Figure 1. Routed clock nets over the placement.
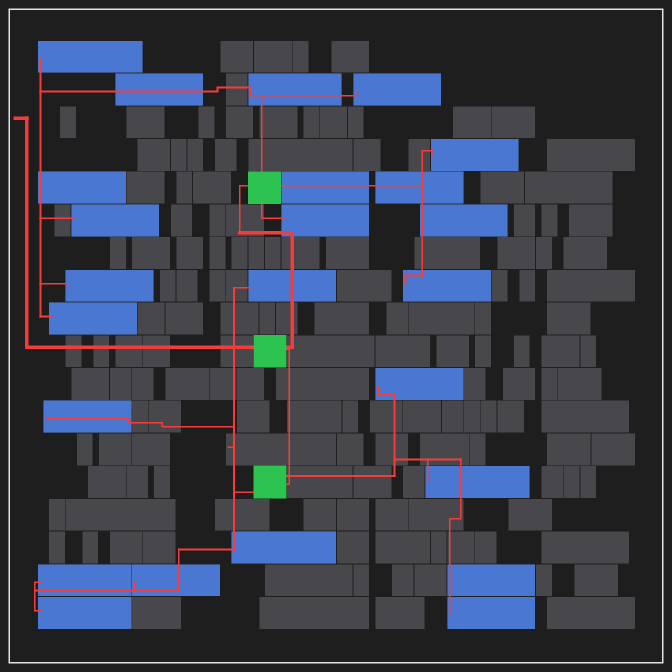
Figure 2. Ports around the boundary.
Pins as bars across the die edge, other pins in grey.
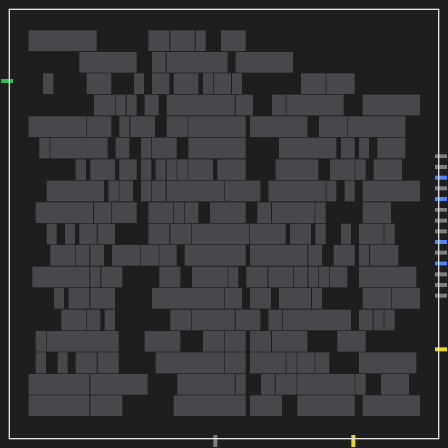
Figure 3. Drive-strength map.
The bar under the picture is 20 µm long.
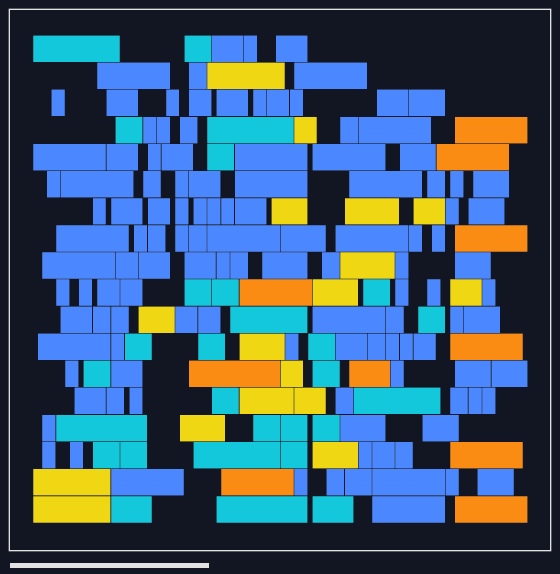
<file path="src/rtl/disp_mux.sv">
// Two-digit common-anode seven-segment multiplexer: alternates d0/d1 onto s with active-low digit enables.
// Optional dead time between digits is built when DISP_MUX_DEADTIME_EN is defined.
module disp_mux #(
    parameter int ON_CYCLES    = 10000,
    parameter int BLANK_CYCLES = 100,
    parameter int CNT_W        = 16
) (
    input  logic       clk,
    input  logic       reset,
    input  logic       en,
    input  logic [3:0] d0,
    input  logic [3:0] d1,
    output logic [3:0] s,
    output logic [1:0] an_n,
    output logic       sel
);

    // Reject configurations the phase counter cannot express.
    if (ON_CYCLES < 1 || BLANK_CYCLES < 1 ||
        longint'(ON_CYCLES) > (longint'(1) << CNT_W) ||
        longint'(BLANK_CYCLES) > (longint'(1) << CNT_W)) begin : g_bad_cfg
        $error("disp_mux: invalid ON_CYCLES/BLANK_CYCLES/CNT_W combination");
    end

    localparam logic [CNT_W-1:0] ON_LAST = CNT_W'(ON_CYCLES - 1);
    localparam logic [1:0]       AN_OFF  = 2'b11;
    localparam logic [1:0]       AN_DIG0 = 2'b10;
    localparam logic [1:0]       AN_DIG1 = 2'b01;

`ifdef DISP_MUX_DEADTIME_EN
    localparam logic [CNT_W-1:0] BLANK_LAST = CNT_W'(BLANK_CYCLES - 1);

    typedef enum logic [1:0] {
        DIG0   = 2'd0,
        BLANK0 = 2'd1,
        DIG1   = 2'd2,
        BLANK1 = 2'd3
    } state_t;

    // Reset and a disabled display both park here; the normal exit leads into DIG0.
    localparam state_t REST = BLANK1;
`else
    typedef enum logic [1:0] {
        OFF  = 2'd0,
        DIG0 = 2'd1,
        DIG1 = 2'd2
    } state_t;

    localparam state_t REST = OFF;
`endif

    state_t           state, state_nxt;
    logic [CNT_W-1:0] cnt, cnt_nxt;
    logic [3:0]       s_nxt;
    logic [1:0]       an_nxt;
    logic             sel_nxt;

    // Outputs are computed for the state being entered and registered with it,
    // so s and an_n always change on the same edge.
    always_comb begin
        state_nxt = state;
        cnt_nxt   = cnt + CNT_W'(1);
        s_nxt     = s;
        an_nxt    = an_n;
        sel_nxt   = sel;

        if (!reset) begin
            state_nxt = REST;
            cnt_nxt   = '0;
            s_nxt     = 4'h0;
            an_nxt    = AN_OFF;
            sel_nxt   = 1'b0;
        end else if (!en) begin
            state_nxt = REST;
            cnt_nxt   = '0;
            an_nxt    = AN_OFF;
            sel_nxt   = 1'b0;
        end else begin
            unique case (state)
`ifdef DISP_MUX_DEADTIME_EN
                DIG0: begin
                    if (cnt == ON_LAST) begin
                        state_nxt = BLANK0;
                        cnt_nxt   = '0;
                        an_nxt    = AN_OFF;
                        sel_nxt   = 1'b0;
                    end
                end
                BLANK0: begin
                    if (cnt == BLANK_LAST) begin
                        state_nxt = DIG1;
                        cnt_nxt   = '0;
                        s_nxt     = d1;
                        an_nxt    = AN_DIG1;
                        sel_nxt   = 1'b1;
                    end
                end
                DIG1: begin
                    if (cnt == ON_LAST) begin
                        state_nxt = BLANK1;
                        cnt_nxt   = '0;
                        an_nxt    = AN_OFF;
                        sel_nxt   = 1'b0;
                    end
                end
                BLANK1: begin
                    if (cnt == BLANK_LAST) begin
                        state_nxt = DIG0;
                        cnt_nxt   = '0;
                        s_nxt     = d0;
                        an_nxt    = AN_DIG0;
                        sel_nxt   = 1'b0;
                    end
                end
`else
                OFF: begin
                    state_nxt = DIG0;
                    cnt_nxt   = '0;
                    s_nxt     = d0;
                    an_nxt    = AN_DIG0;
                    sel_nxt   = 1'b0;
                end
                DIG0: begin
                    if (cnt == ON_LAST) begin
                        state_nxt = DIG1;
                        cnt_nxt   = '0;
                        s_nxt     = d1;
                        an_nxt    = AN_DIG1;
                        sel_nxt   = 1'b1;
                    end
                end
                DIG1: begin
                    if (cnt == ON_LAST) begin
                        state_nxt = DIG0;
                        cnt_nxt   = '0;
                        s_nxt     = d0;
                        an_nxt    = AN_DIG0;
                        sel_nxt   = 1'b0;
                    end
                end
`endif
                default: begin
                    state_nxt = REST;
                    cnt_nxt   = '0;
                    an_nxt    = AN_OFF;
                    sel_nxt   = 1'b0;
                end
            endcase
        end
    end

    always_ff @(posedge clk) begin
        state <= state_nxt;
        cnt   <= cnt_nxt;
        s     <= s_nxt;
        an_n  <= an_nxt;
        sel   <= sel_nxt;
    end

endmodule
</file>
<file path="config.mk">
export PLATFORM = sky130hd
export DESIGN_NAME = disp_mux
export DESIGN_NICKNAME = d
export VERILOG_FILES = /design/src/rtl/disp_mux.sv
export SDC_FILE = /design/constraint.sdc
export NUM_CORES = 1
export LEC_CHECK = 0
export ABC_CLOCK_PERIOD_IN_PS = 1700
export CAP_MARGIN = 15
export CORE_MARGIN = 2
export CORE_UTILIZATION = 47
export DETAILED_ROUTE_END_ITERATION = 16
export PLACE_DENSITY_LB_ADDON = 0.2
export SETUP_SLACK_MARGIN = 0.1
export SLEW_MARGIN = 0
export SYNTH_ARGS = -nofsm -noshare
export SYNTH_HDL_FRONTEND = slang
export SYNTH_SLANG_ARGS = --single-unit
</file>
<file path="constraint.sdc">
create_clock -name clk -period 1.7 [get_ports clk]
set_clock_uncertainty 0.05 [all_clocks]
set_input_delay 0.51 -clock clk [delete_from_list [all_inputs] [get_ports clk]]
set_output_delay 0.51 -clock clk [all_outputs]
set_load 0.05 [all_outputs]
</file>
==> out/metrics.yaml <==
clock_network:
  ctsLongestPathBuffers: 2
  cts_hold_buf: 0
  clk-insertion-delay-late_ns: 0.32
  cts.htree.levels: 1
  cts_made_buffers: 3
  clkSlewWorstSetupHoldPaths_ns: 0.14
  numClockSinks: 24
  cts_tree: "done"
  ctsRootBufferMaster: "clkbuf_4"
synthesis:
  flop_cell: "dfxtp_1"
  synth_async_sr_flop_share_pct: 0
  synth-compound-area-share_pct: 10.77
  top_area_share_pct: 40.55
  edf_count: 0
  yosys-top-cells-area: "dfxtp_1 (41%), nor2_1 (8.6%), ha_1 (6.3%)"
  yosysTopAreaCell: "dfxtp_1"
  yosysSeqAreaShare_pct: 40.55
  syn_avg_cell_area_um2: 8.463
  synth-xor-area-share_pct: 10.35
  syn_nets: 157
  yosys_warnings: 0
  ys_sh_adder_pct: 6.336
  synthTopLogicFamily: "simple AND/OR/NAND/NOR gates"
  yosys_cells: 140
  synth-seq-cells: 24
  muxShareOfSynthArea_pct: 0
  synth_cell_type_count: 26
  syn_area_mm2: 0.001185
  simple_gate_area_share_pct: 29.78
  netlist_instances: 140
  ys_area_mm2: 0.001185
setup_path:
  worst_setup_path_start_kind: "register"
  cp_max_fo: 5
  required_ns: 1.90
  endpoint_kind: "register"
  worstPathArrival_ns: 1.84
  path_class: "reg2reg"
power:
  powerDensity_mw_per_mm2: 666.6
  pwr-share-seq_pct: 50.5
  swShare_pct: 25.52
  intPower_mw: 0.8672
  vdd_ir_drop_max_mv: 0.6565
  p_sw_mw: 0.2971
  p_comb_share_pct: 19.1
  leakage_nw: 0.6129
  p_total_mw: 1.164
  pwr-share-clk_pct: 30.4
final_layout:
  fin_util_pct: 71.81
  diodes: 0
  final_layout_size_suffix_gt1_share_pct: 31.43
  layout.nets: 193
  fillers: 187
  layout.cells.non_filler: 205
routing:
  routedWlPerCell_um: 13.57
  first_iter_violations: 12
  via_per_inst: 5.273
  antenna_left: 0
  routed_wl_um: 2782
  vias: 1081
  drtPass1Iterations: 4
  drc: 0
flow_run:
  max_cap_viol_count: 0
  log.warning_count: 32
placement:
  dp_cells: 194
  pre_cts_slack_ns: -0.04506
  placed_area_mm2: 0.001549
  place_congestion: 0.7938
  place.detailed.hpwl_um: 2047
sta:
  rsz0062_at_grt: "yes"
  min_period_ns: 1.635
  slew_violations: 0
  setup_viol: 0
  max_freq_mhz: 611.5
  finalHoldViolations: 0
  worst_pin_slew_ns: 0.2969
  finalCritPeriodShare_pct: 96.20
  maxSlewHeadroom_pct: 80.02
die:
  pin_count: 18
  die_area_mm2: 0.002939
  rows: 18
  core_area_mm2: 0.002432
  fp_util_pct: 48.71
global_routing:
  grt_pass1_vias: 1002
  grt_usage_pct: 21.08
  grt_overflow_total: 0
  grt_max_degree: 17
  antenna_found_initial: 0
  grt_pass1_wl_um: 4388
status:
  status: "complete, no violations"
hold_path:
  hold_path.class: "reg2reg"
## Picture notes: Figure 1
[blue] flip-flops | count: 24
[green] clock-net drivers | count: 3
[red] clock wires | length: 273 µm
routed clock nets: 4

## Picture notes: Figure 2
| colour | port | pins | direction | edge |
|---|---|---|---|---|
| green | clk | 1 | input | left |
| blue | d1 | 4 | input | right |
| yellow | an_n | 2 | output | 1 right, 1 bottom |
die height: 54.21 µm
Port Buffers: 17
die width: 54.21 µm

## Picture notes: Figure 3
| colour | size | cells |
|---|---|---|
| yellow | x2 | 17 |
| cyan | x3 and x4 | 28 |
| blue | x1 and smaller | 120 |
| orange | x6 and larger | 10 |
crit path setup slack, layout: 0.06462 ns
Non-clk bufs: 34
Layout area overhead: 47.41%
final instance area: 0.001747 mm²

==> synthesized netlist by cell type (4+ instances only) <==
library cell / n
xor2_1: 8
o21ai_0: 5
nand2_1: 18
ha_1: 6
nor3_1: 5
dfxtp_1: 24
xnor2_1: 6
nor2_1: 27
nand3_1: 12
a2bb2oi_1: 4
==> logic make-up after synthesis <==
kind of cell               after synthesis
AOI/OAI and AO/OA                       16
xor gates and xnor gates                14
adders and majority gates                6
buffers and inverters                    6
DFF                                     24
and+or+nand+nor                         74
==> layout make-up <==
cell class	instances	area [µm²]	area share, %
inverters	3	15.01	0.8596
flip-flops and latches	24	495.5	28.37
clock buffers	4	47.55	2.722
multi-input cells	110	767.0	43.91
well taps	30	37.54	2.149
repair buffers	34	384.1	21.99
==> timing repair <==
item,CTS,global route
endpoints found under the setup margin,5,24
buffers inserted,3,4
pin swaps,9,5
gates resized,7,23
endpoints found under the hold margin,0,0
==> per-layer routing <==
| metal | up-vias | track usage, % | part of all wire, % |
|---|---|---|---|
| li1 | 551 | - | - |
| met1 | 496 | 23.80 | 41 |
| met2 | 28 | 38.96 | 53 |
| met3 | 6 | 2.732 | 4.4 |
| met4 | 0 | 9.583 | 1.6 |
| met5 | - | 0 | 0 |
==> worst max-delay path: stages (launching register included) <==
cell and delay [ns]:
dfxtp_4 0.40, clkinvlp_4 0.13, ha_1 0.28, nor2_4 0.18, nor2_1 0.06, o21ai_1 0.20, nand3_1 0.13, a2bb2oi_1 0.14
==> path summary, 6_finish.rpt <==
| check | slack (ns) | depth (start not counted) | to | from |
|---|---|---|---|---|
| worst max register to register | 0.06 | 7 | s[2]$_SDFFE_PN0P_ | sel$_SDFFE_PN0P_ |
| worst max-delay path | 0.06 | 7 | s[2]$_SDFFE_PN0P_ | sel$_SDFFE_PN0P_ |
| worst min-delay path | 0.46 | 2 | s[0]$_SDFFE_PN0P_ | s[0]$_SDFFE_PN0P_ |
| worst min register to register | 0.46 | 2 | s[0]$_SDFFE_PN0P_ | s[0]$_SDFFE_PN0P_ |
==> through the flow <==
stage	setup TNS [ns]	hold slack (ns)
floorplan	0	0.3912
global placement	0	0.4295
detailed placement	-0.1654	0.4361
CTS	0	0.4568
global route	-0.01396	0.5016
finish	0	0.4607
==> registers in the layout (all words and copies together) (netlist names) <==
name,cells
an_n,2
s,4
sel,1
state,1
cnt,16
==> power groups by stage <==
stage	clock network, mW	logic, mW	registers (mW)
after floorplan	0	0.0673	0.633
after global placement	0	0.197	0.601
after detailed placement	0	0.202	0.602
after CTS	0.360	0.205	0.588
after global routing	0.382	0.239	0.591
final	0.354	0.222	0.588
==> placed cells by master (no fill, tap or decap), drive strengths merged, types with 5 or more instances in the layout <==
master         netlist  final
dfxtp               24     24
o21ai                5      5
nand3               12     12
clkdlybuf4s50        0     10
xnor2                6      6
xor2                 8      8
nand2               18     18
nor2                27     27
buf                  1     24
ha                   6      6
nor3                 5      5
Power and IR drop assume default switching activity.
